--- src/rtl/fcp_pkg.sv ---
// Shared FCP definitions: FSM encoding, frame layout, FIFO geometry and
// register bit positions common to the master and slave engines.
package fcp_pkg;

    localparam logic [2:0] ST_IDLE = 3'd0;
    localparam logic [2:0] ST_PING = 3'd1;
    localparam logic [2:0] ST_GAP  = 3'd2;
    localparam logic [2:0] ST_BYTE = 3'd3;
    localparam logic [2:0] ST_RSP  = 3'd4;
    localparam logic [2:0] ST_DONE = 3'd5;

    localparam int unsigned FRAME_UI  = 11;
    localparam logic        START_BIT = 1'b0;
    localparam logic        STOP_BIT  = 1'b1;

    localparam int unsigned DATA_W     = 8;
    localparam int unsigned FIFO_DEPTH = 4;
    localparam int unsigned FIFO_PTR_W = 2;
    localparam int unsigned FIFO_CNT_W = 3;

    localparam int unsigned WR_CTL  = 0;
    localparam int unsigned WR_PUSH = 1;
    localparam int unsigned WR_CLR  = 2;

    localparam int unsigned CTL_START = 0;
    localparam int unsigned CTL_PING  = 1;
    localparam int unsigned CTL_INTR  = 2;
    localparam int unsigned CTL_ABORT = 3;

    localparam int unsigned STA_BUSY    = 0;
    localparam int unsigned STA_DONE    = 1;
    localparam int unsigned STA_ACK     = 2;
    localparam int unsigned STA_TO      = 3;
    localparam int unsigned STA_OVF     = 4;
    localparam int unsigned STA_CNT_LSB = 5;

    // Line level for UI index idx of a byte frame: start, d[7:0] MSB first, odd parity, stop.
    function automatic logic frame_bit(input logic [3:0] idx, input logic [DATA_W-1:0] dat);
        logic b;
        b = STOP_BIT;
        if (idx == 4'd0) begin
            b = START_BIT;
        end else if (idx <= 4'd8) begin
            b = dat[3'(4'd8 - idx)];
        end else if (idx == 4'd9) begin
            b = ~^dat;
        end
        return b;
    endfunction

endpackage

--- src/rtl/fcpmst_fifo.sv ---
// 4x8 TX byte FIFO with occupancy count, flush and an overflow strobe.
module fcpmst_fifo
    import fcp_pkg::*;
(
    input  logic                  clk,
    input  logic                  rst,
    input  logic                  i_push,
    input  logic [DATA_W-1:0]     i_wdat,
    input  logic                  i_pop,
    input  logic                  i_flush,
    output logic [DATA_W-1:0]     o_head_c,
    output logic [FIFO_CNT_W-1:0] o_count,
    output logic                  o_empty_c,
    output logic                  o_ovf_c
);

    logic [DATA_W-1:0]     r_mem [FIFO_DEPTH];
    logic [FIFO_PTR_W-1:0] r_rd_ptr;
    logic [FIFO_PTR_W-1:0] r_wr_ptr;
    logic [FIFO_CNT_W-1:0] r_count;
    logic                  w_full;
    logic                  w_pop;
    logic                  w_push;

    assign w_full    = (r_count == FIFO_CNT_W'(FIFO_DEPTH));
    assign o_empty_c = (r_count == '0);
    assign w_pop     = i_pop && !o_empty_c && !i_flush;
    // A pop in the same cycle frees the slot, so a push into a full FIFO still lands.
    assign w_push    = i_push && !i_flush && (!w_full || w_pop);
    assign o_ovf_c   = i_push && !i_flush && w_full && !w_pop;
    assign o_head_c  = r_mem[r_rd_ptr];
    assign o_count   = r_count;

    always_ff @(posedge clk) begin
        if (w_push) begin
            r_mem[r_wr_ptr] <= i_wdat;
        end
    end

    always_ff @(posedge clk or posedge rst) begin
        if (rst) begin
            r_rd_ptr <= '0;
            r_wr_ptr <= '0;
            r_count  <= '0;
        end else if (i_flush) begin
            r_rd_ptr <= '0;
            r_wr_ptr <= '0;
            r_count  <= '0;
        end else begin
            if (w_push) begin
                r_wr_ptr <= r_wr_ptr + FIFO_PTR_W'(1);
            end
            if (w_pop) begin
                r_rd_ptr <= r_rd_ptr + FIFO_PTR_W'(1);
            end
            case ({w_push, w_pop})
                2'b10:   r_count <= r_count + FIFO_CNT_W'(1);
                2'b01:   r_count <= r_count - FIFO_CNT_W'(1);
                default: r_count <= r_count;
            endcase
        end
    end

endmodule

--- src/rtl/fcpmst.sv ---
// FCP master transaction engine: optional ping, up to four framed bytes on D-,
// then waits for the slave's response ping and reports done/ack/timeout.
module fcpmst
    import fcp_pkg::*;
#(
    parameter int unsigned UI_CYC     = 1280,
    parameter int unsigned PING_UI    = 16,
    parameter int unsigned GAP_UI     = 2,
    parameter int unsigned RSP_MIN_UI = 8,
    parameter int unsigned RSP_TO_UI  = 40
) (
    input  logic        clk,
    input  logic        rst,
    input  logic        dm_comp,
    input  logic [7:0]  r_wdat,
    input  logic [2:0]  r_wr,
    output logic        tx_en,
    output logic        tx_dat,
    output logic        intr,
    output logic [7:0]  r_ctl,
    output logic [7:0]  r_sta
);

    localparam int unsigned UI_W      = (UI_CYC > 1) ? $clog2(UI_CYC) : 1;
    localparam int unsigned BIT_MAX_A = (PING_UI > GAP_UI) ? PING_UI : GAP_UI;
    localparam int unsigned BIT_MAX_B = (FRAME_UI > RSP_TO_UI) ? FRAME_UI : RSP_TO_UI;
    localparam int unsigned BIT_MAX   = (BIT_MAX_A > BIT_MAX_B) ? BIT_MAX_A : BIT_MAX_B;
    localparam int unsigned BIT_W     = $clog2(BIT_MAX + 1);
    localparam int unsigned LOW_MAX   = RSP_MIN_UI * UI_CYC;
    localparam int unsigned LOW_W     = $clog2(LOW_MAX + 1);

    logic [2:0]            r_state;
    logic [UI_W-1:0]       r_ui;
    logic [BIT_W-1:0]      r_bit;
    logic [DATA_W-1:0]     r_dat;
    logic [LOW_W-1:0]      r_low;
    logic                  r_dm_s1;
    logic                  r_dm_s2;
    logic                  r_ping_en;
    logic                  r_intr_en;
    logic                  r_busy;
    logic                  r_done;
    logic                  r_ack;
    logic                  r_to;
    logic                  r_ovf;
    logic                  r_intr;
    logic                  r_tx_en;
    logic                  r_tx_dat;

    logic [2:0]            w_state_nxt;
    logic [UI_W-1:0]       w_ui_nxt;
    logic [BIT_W-1:0]      w_bit_nxt;
    logic [DATA_W-1:0]     w_dat_nxt;
    logic [LOW_W-1:0]      w_low_nxt;
    logic                  w_ctl_wr;
    logic                  w_start;
    logic                  w_abort;
    logic                  w_ui_end;
    logic                  w_enter;
    logic                  w_pop;
    logic                  w_flush;
    logic                  w_set_ack;
    logic                  w_set_to;
    logic                  w_set_done;
    logic                  w_ping_en_nxt;
    logic                  w_intr_en_nxt;
    logic                  w_tx_en_nxt;
    logic                  w_tx_dat_nxt;
    logic                  w_clr;
    logic                  w_done_nxt;
    logic                  w_ack_nxt;
    logic                  w_to_nxt;
    logic                  w_ovf_nxt;
    logic                  w_busy_nxt;
    logic                  w_intr_nxt;
    logic [DATA_W-1:0]     w_head;
    logic [FIFO_CNT_W-1:0] w_count;
    logic                  w_empty;
    logic                  w_ovf;

    fcpmst_fifo u_fifo (
        .clk       (clk),
        .rst       (rst),
        .i_push    (r_wr[WR_PUSH]),
        .i_wdat    (r_wdat),
        .i_pop     (w_pop),
        .i_flush   (w_flush),
        .o_head_c  (w_head),
        .o_count   (w_count),
        .o_empty_c (w_empty),
        .o_ovf_c   (w_ovf)
    );

    // Next state, UI/bit timing, response detection and next line levels.
    always_comb begin
        w_ctl_wr      = r_wr[WR_CTL];
        w_start       = w_ctl_wr && r_wdat[CTL_START];
        w_abort       = w_ctl_wr && r_wdat[CTL_ABORT];
        w_ping_en_nxt = w_ctl_wr ? r_wdat[CTL_PING] : r_ping_en;
        w_intr_en_nxt = w_ctl_wr ? r_wdat[CTL_INTR] : r_intr_en;
        w_ui_end      = (r_ui == UI_W'(UI_CYC - 1));
        w_state_nxt   = r_state;
        w_ui_nxt      = r_ui;
        w_bit_nxt     = r_bit;
        w_dat_nxt     = r_dat;
        w_low_nxt     = '0;
        w_enter       = 1'b0;
        w_pop         = 1'b0;
        w_flush       = 1'b0;
        w_set_ack     = 1'b0;
        w_set_to      = 1'b0;
        w_set_done    = 1'b0;

        if (r_state != ST_IDLE && r_state != ST_DONE) begin
            if (w_ui_end) begin
                w_ui_nxt  = '0;
                w_bit_nxt = r_bit + BIT_W'(1);
            end else begin
                w_ui_nxt  = r_ui + UI_W'(1);
            end
        end

        case (r_state)
            ST_IDLE: begin
                if (w_start) begin
                    w_enter = 1'b1;
                    if (w_ping_en_nxt) begin
                        w_state_nxt = ST_PING;
                    end else if (!w_empty) begin
                        w_state_nxt = ST_BYTE;
                    end else begin
                        w_state_nxt = ST_DONE;
                    end
                end
            end
            ST_PING: begin
                if (w_ui_end && (r_bit == BIT_W'(PING_UI - 1))) begin
                    w_enter     = 1'b1;
                    w_state_nxt = ST_GAP;
                end
            end
            ST_GAP: begin
                if (w_ui_end && (r_bit == BIT_W'(GAP_UI - 1))) begin
                    w_enter     = 1'b1;
                    w_state_nxt = w_empty ? ST_RSP : ST_BYTE;
                end
            end
            ST_BYTE: begin
                if (w_ui_end && (r_bit == BIT_W'(FRAME_UI - 1))) begin
                    w_enter     = 1'b1;
                    w_state_nxt = w_empty ? ST_RSP : ST_BYTE;
                end
            end
            ST_RSP: begin
                // Timeout is counted independently of any low run in progress.
                w_low_nxt = r_dm_s2 ? '0 : r_low + LOW_W'(1);
                if (!r_dm_s2 && (r_low == LOW_W'(LOW_MAX - 1))) begin
                    w_set_ack   = 1'b1;
                    w_enter     = 1'b1;
                    w_state_nxt = ST_DONE;
                end else if (w_ui_end && (r_bit == BIT_W'(RSP_TO_UI - 1))) begin
                    w_set_to    = 1'b1;
                    w_enter     = 1'b1;
                    w_state_nxt = ST_DONE;
                end
            end
            ST_DONE: begin
                w_set_done  = 1'b1;
                w_state_nxt = ST_IDLE;
            end
            default: begin
                w_state_nxt = ST_IDLE;
            end
        endcase

        if (w_enter) begin
            w_ui_nxt  = '0;
            w_bit_nxt = '0;
            if (w_state_nxt == ST_BYTE) begin
                w_pop     = 1'b1;
                w_dat_nxt = w_head;
            end
        end

        if (w_abort) begin
            w_state_nxt = ST_IDLE;
            w_ui_nxt    = '0;
            w_bit_nxt   = '0;
            w_low_nxt   = '0;
            w_dat_nxt   = r_dat;
            w_pop       = 1'b0;
            w_flush     = 1'b1;
            w_set_done  = 1'b1;
            w_set_ack   = 1'b0;
            w_set_to    = 1'b0;
        end

        w_tx_en_nxt  = (w_state_nxt == ST_PING) || (w_state_nxt == ST_BYTE);
        w_tx_dat_nxt = 1'b1;
        if (w_state_nxt == ST_PING) begin
            w_tx_dat_nxt = 1'b0;
        end else if (w_state_nxt == ST_BYTE) begin
            w_tx_dat_nxt = frame_bit(4'(w_bit_nxt), w_dat_nxt);
        end
    end

    // Sticky status: a set event beats a same-cycle write-1-clear.
    always_comb begin
        w_clr      = r_wr[WR_CLR];
        w_done_nxt = w_set_done || (r_done && !(w_clr && r_wdat[STA_DONE]));
        w_ack_nxt  = w_set_ack  || (r_ack  && !(w_clr && r_wdat[STA_ACK]));
        w_to_nxt   = w_set_to   || (r_to   && !(w_clr && r_wdat[STA_TO]));
        w_ovf_nxt  = w_ovf      || (r_ovf  && !(w_clr && r_wdat[STA_OVF]));
        w_busy_nxt = (w_state_nxt != ST_IDLE);
        w_intr_nxt = w_intr_en_nxt && (w_done_nxt || w_to_nxt || w_ovf_nxt);
    end

    always_ff @(posedge clk or posedge rst) begin
        if (rst) begin
            r_state   <= ST_IDLE;
            r_ui      <= '0;
            r_bit     <= '0;
            r_dat     <= '0;
            r_low     <= '0;
            r_dm_s1   <= 1'b1;
            r_dm_s2   <= 1'b1;
            r_ping_en <= 1'b0;
            r_intr_en <= 1'b0;
            r_busy    <= 1'b0;
            r_done    <= 1'b0;
            r_ack     <= 1'b0;
            r_to      <= 1'b0;
            r_ovf     <= 1'b0;
            r_intr    <= 1'b0;
            r_tx_en   <= 1'b0;
            r_tx_dat  <= 1'b1;
        end else begin
            r_state   <= w_state_nxt;
            r_ui      <= w_ui_nxt;
            r_bit     <= w_bit_nxt;
            r_dat     <= w_dat_nxt;
            r_low     <= w_low_nxt;
            r_dm_s1   <= dm_comp;
            r_dm_s2   <= r_dm_s1;
            r_ping_en <= w_ping_en_nxt;
            r_intr_en <= w_intr_en_nxt;
            r_busy    <= w_busy_nxt;
            r_done    <= w_done_nxt;
            r_ack     <= w_ack_nxt;
            r_to      <= w_to_nxt;
            r_ovf     <= w_ovf_nxt;
            r_intr    <= w_intr_nxt;
            r_tx_en   <= w_tx_en_nxt;
            r_tx_dat  <= w_tx_dat_nxt;
        end
    end

    always_comb begin
        r_ctl                                  = '0;
        r_ctl[CTL_PING]                        = r_ping_en;
        r_ctl[CTL_INTR]                        = r_intr_en;
        r_sta                                  = '0;
        r_sta[STA_BUSY]                        = r_busy;
        r_sta[STA_DONE]                        = r_done;
        r_sta[STA_ACK]                         = r_ack;
        r_sta[STA_TO]                          = r_to;
        r_sta[STA_OVF]                         = r_ovf;
        r_sta[STA_CNT_LSB +: FIFO_CNT_W]       = w_count;
    end

    assign tx_en  = r_tx_en;
    assign tx_dat = r_tx_dat;
    assign intr   = r_intr;

endmodule

--- config.mk ---
export PLATFORM = sky130hd
export DESIGN_NAME = fcpmst
export DESIGN_NICKNAME = d
export VERILOG_FILES = /design/src/rtl/fcp_pkg.sv /design/src/rtl/fcpmst_fifo.sv /design/src/rtl/fcpmst.sv
export SDC_FILE = /design/constraint.sdc
export NUM_CORES = 1
export LEC_CHECK = 0
export CAP_MARGIN = 20
export CORE_ASPECT_RATIO = 0.8
export CORE_UTILIZATION = 37
export CTS_CLUSTER_SIZE = 14
export DETAILED_ROUTE_END_ITERATION = 8
export SLEW_MARGIN = 10
export SYNTH_ARGS = -nofsm -noshare
export SYNTH_HDL_FRONTEND = slang
export SYNTH_SLANG_ARGS = --single-unit
--- constraint.sdc ---
create_clock -name clk -period 3.7 [get_ports clk]
set_input_delay 1.11 -clock clk [delete_from_list [all_inputs] [get_ports clk]]
set_output_delay 1.11 -clock clk [all_outputs]
set_load 0.005 [all_outputs]
**Placement view**

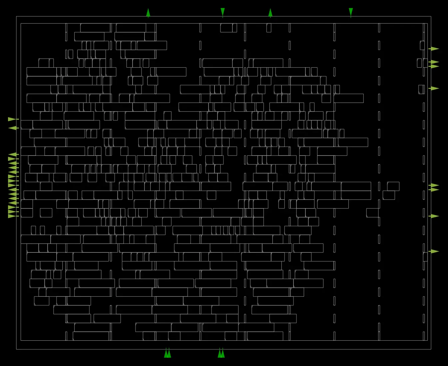
filler cell count: 1114
Core Area: 0.0123 mm2
Rows: 36
FFs & Latches: 93
final cell count without fillers: 633

**Routed metal per tile**

(3 px per um) The die is cut into 26 by 21 equal tiles; dark purple is low, yellow is high, scaled to the fullest tile. Values are wire area over tile area, all layers added.
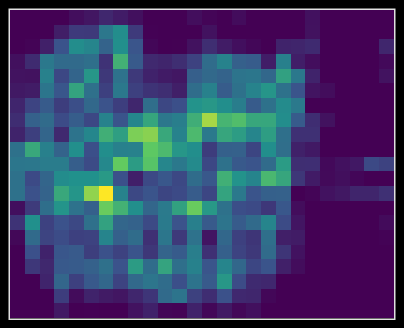
The mean over all tiles is 0.12. The fullest tile reaches 0.55. 9.7% of the tiles are over half the peak. The emptiest ninth of the die: south-east. 29% of the tiles are nearly empty. The densest ninth of the die: centre.
Avg WL per Cell: 15.5 um
vias after detailed routing: 3215
total wire length: 9810 um
gr usage total: 16.4%

==> results_dict.tcl <==
# metrics dict for downstream scripts
set metrics [dict create \
    io_buffers 26 \
    yosys_warnings 0 \
    crit_buf_inv 2 \
    antenna_found_initial 0 \
    fmax_ghz 0.286 \
    cts_tree "built" \
    n_antenna_cell 0 \
    status "finished, final reports clean" \
    top_cell_area_share_pct 30.9 \
    yosys.cell_types.count 66 \
    drt-pass1-iter-count 4 \
    worst_pin_slew_ns 0.707 \
    holdBufCountCts 0 \
    critPathTopFamily "simple AND/OR/NAND/NOR gates" \
    cts.path.max_buffers 2 \
    async_reset_ff_share_pct 65.6 \
    grt_pass1_wl_um 16200 \
    clkSlewWorstSetupHoldPaths_ns 0.06 \
    drive_gt1_share_pct 18.6 \
    criticalPathCategory "reg2reg" \
    clock_latency_ns 0.35 \
    yosys_cells 412 \
    crit_path_max_fanout 6 \
    finalHoldViolCount 0 \
    nets 483 \
    synthTopCellsByArea "dfrtp_1 (31%), edfxtp_1 (20%), mux4_2 (4.8%)" \
    pin_count 33 \
    cp.required_ns 3.92 \
    vias_per_cell 5.08 \
    max_slew_margin_pct 52.5 \
    powerDensity_mw_per_mm2 541 \
    antenna_left 0 \
    synth_top_cell_by_count "dfrtp_1" \
    final_area_mm2 0.00564 \
    syn_area_mm2 0.00470 \
    leakage_nw 2.33 \
    rsz0062_at_grt "false" \
    dp_slack_ns -0.169 \
    edf_count 32 \
    ys_top_cells_by_count "dfrtp_1 (58), nor2_1 (41), nand2_1 (33), edfxtp_1 (32), xor2_1 (16)" \
    fp_util_pct 38.2 \
    cts.sinks 93 \
    grt_pass1_vias 3173 \
    min_period_ns 3.50 \
    setup_viol 0 \
    die_w_um 128 \
    finalClockPeriodUsage_pct 94.5 \
    slowest_stage "or4b_4" \
    cts-root-buf "clkbuf_16" \
    synthCells 412 \
    drc 0 \
    dieHeight_um 103 \
    power_mw 3.05 \
    globalplace.congestion 0.820 \
    grt_overflow_total 0 \
    layout_setup_ws_ns 0.204 \
    place.detailed.hpwl_um 7120 \
    dieArea_mm2 0.0132 \
    ys.flops 93 \
    ir_worst_vdd_mv 0.308 \
    numCtsBuffers 9 \
    path_cells "or4b_4 -> or4_4 -> a311o_1 -> buf_4 -> o21a_4 -> nand2b_4 -> nor2_2 -> inv_2 -> fa_1 -> nor2_1 -> nand3_1 -> o21ai_0 -> a211oi_1" \
    grt_max_degree 28 \
    max_cap_viol_count 0 \
    ys_seq_share_pct 53.0 \
    placed_area_mm2 0.00532 \
    crit_path_end_kind "flip-flop" \
    yosysTopAreaCell "dfrtp_1" \
    finClkSkew_ns 0.00606 \
    cp-start-kind "flip-flop" \
    yosys-stat-area_mm2 0.00470 \
    cts_max_level 3 \
    drv_slew 0 \
    hp-class "reg2reg" \
    placedCellCount 617 \
    tool_warnings 32 \
    flop_cell "dfrtp_1" \
    drt-initial-drc-count 215 \
    syn_avg_cell_area_um2 11.4 \
    critPathMaxStageDelay_ns 0.59 \
    cp.arrival_ns 3.72 \
    area_delta_synth_final_pct 20.0 \
]
## path summary, 6_finish.rpt
kind | start | slack, ns | cells past startpoint | endpoint
max | r_ui[8] | 0.20 | 13 | u_fifo.o_count[2]
min | r_dm_s1 | 0.36 | 0 | r_dm_s2
max reg2reg | r_ui[8] | 0.20 | 13 | u_fifo.o_count[2]
min reg2reg | r_dm_s1 | 0.36 | 0 | r_dm_s2
max in group asynchronous | rst | 1.84 | 3 | r_dm_s2
min in group asynchronous | rst | 1.13 | 2 | r_low[4]
## flip-flops by register name (all words and copies together) (netlist names), 2 cells and up
name             cells
r_dat                8
u_fifo.o_count       3
r_ui                11
u_fifo.r_wr_ptr      2
r_low               14
r_bit                6
u_fifo.r_rd_ptr      2
r_state              3
u_fifo.r_mem        32
## per-layer routing
metal	up-vias	routed length [um]	track usage, %
met4	0	133	6.06
met1	1577	4810	23.2
met3	12	540	5.09
met5	-	0	0
met2	77	4330	23.6
li1	1549	-	-
## power by group
part / total, mW / switching, mW / internal [mW]
combinational: 0.712 / 0.333 / 0.378
clock: 0.981 / 0.382 / 0.599
sequential: 1.36 / 0.129 / 1.23
total: 3.05 / 0.844 / 2.21
## kinds of logic after synthesis
| family | count (synthesis) | synth area share (%) |
|---|---|---|
| AOI/OAI and AO/OA | 58 | 8.75 |
| buffers and inverters | 44 | 4.66 |
| DFF | 93 | 53.0 |
| other | 1 | 0.0798 |
| and+or+nand+nor | 154 | 17.4 |
| muxes | 21 | 7.34 |
| adders and majority gates | 12 | 3.35 |
| xor gates and xnor gates | 29 | 5.40 |
## through the flow
stage	TNS (ns)	hold slack [ns]	util, %
3_3_place_gp	-0.140	0.346	43.2
4_1_cts	0	0.360	45.8
5_1_grt	0	0.365	45.9
2_1_floorplan	0	0.345	-
6_report	0	0.359	45.9
3_5_place_dp	-2.69	0.351	43.2
## repair_timing
action                                  CTS  global route
buffers inserted                          0             0
endpoints found under the setup margin    0             1
resized                                   0             2
## worst reg2reg max path, cell delays in order, from the launching register on
cell      delay [ns]
dfrtp_1         0.43
or4b_4          0.59
or4_4           0.56
a311o_1         0.40
buf_4           0.16
o21a_4          0.11
nand2b_4        0.14
nor2_2          0.11
inv_2           0.06
fa_1            0.43
nor2_1          0.14
nand3_1         0.08
o21ai_0         0.08
a211oi_1        0.08
## final cells by class
type                    instances  area (um2)
clock inverters                 2        38.8
multi-input cells             280        2010
inverters                      17        63.8
well taps                     171         214
flip-flops and latches         93        2490
fillers                      1114        6650
repair buffers                 56         538
clock buffers                  14         284
## placed cells by master (no fill, tap or decap), types with 14 or more instances in the layout
master and instances:
o21ai_0 14, dfrtp_1 58, buf_4 26, nor2_1 41, edfxtp_1 32, nand2_1 33, xor2_1 16, nand3_1 14
clkdlybuf4s50_1 25
Power is estimated from default activity; no workload was simulated.
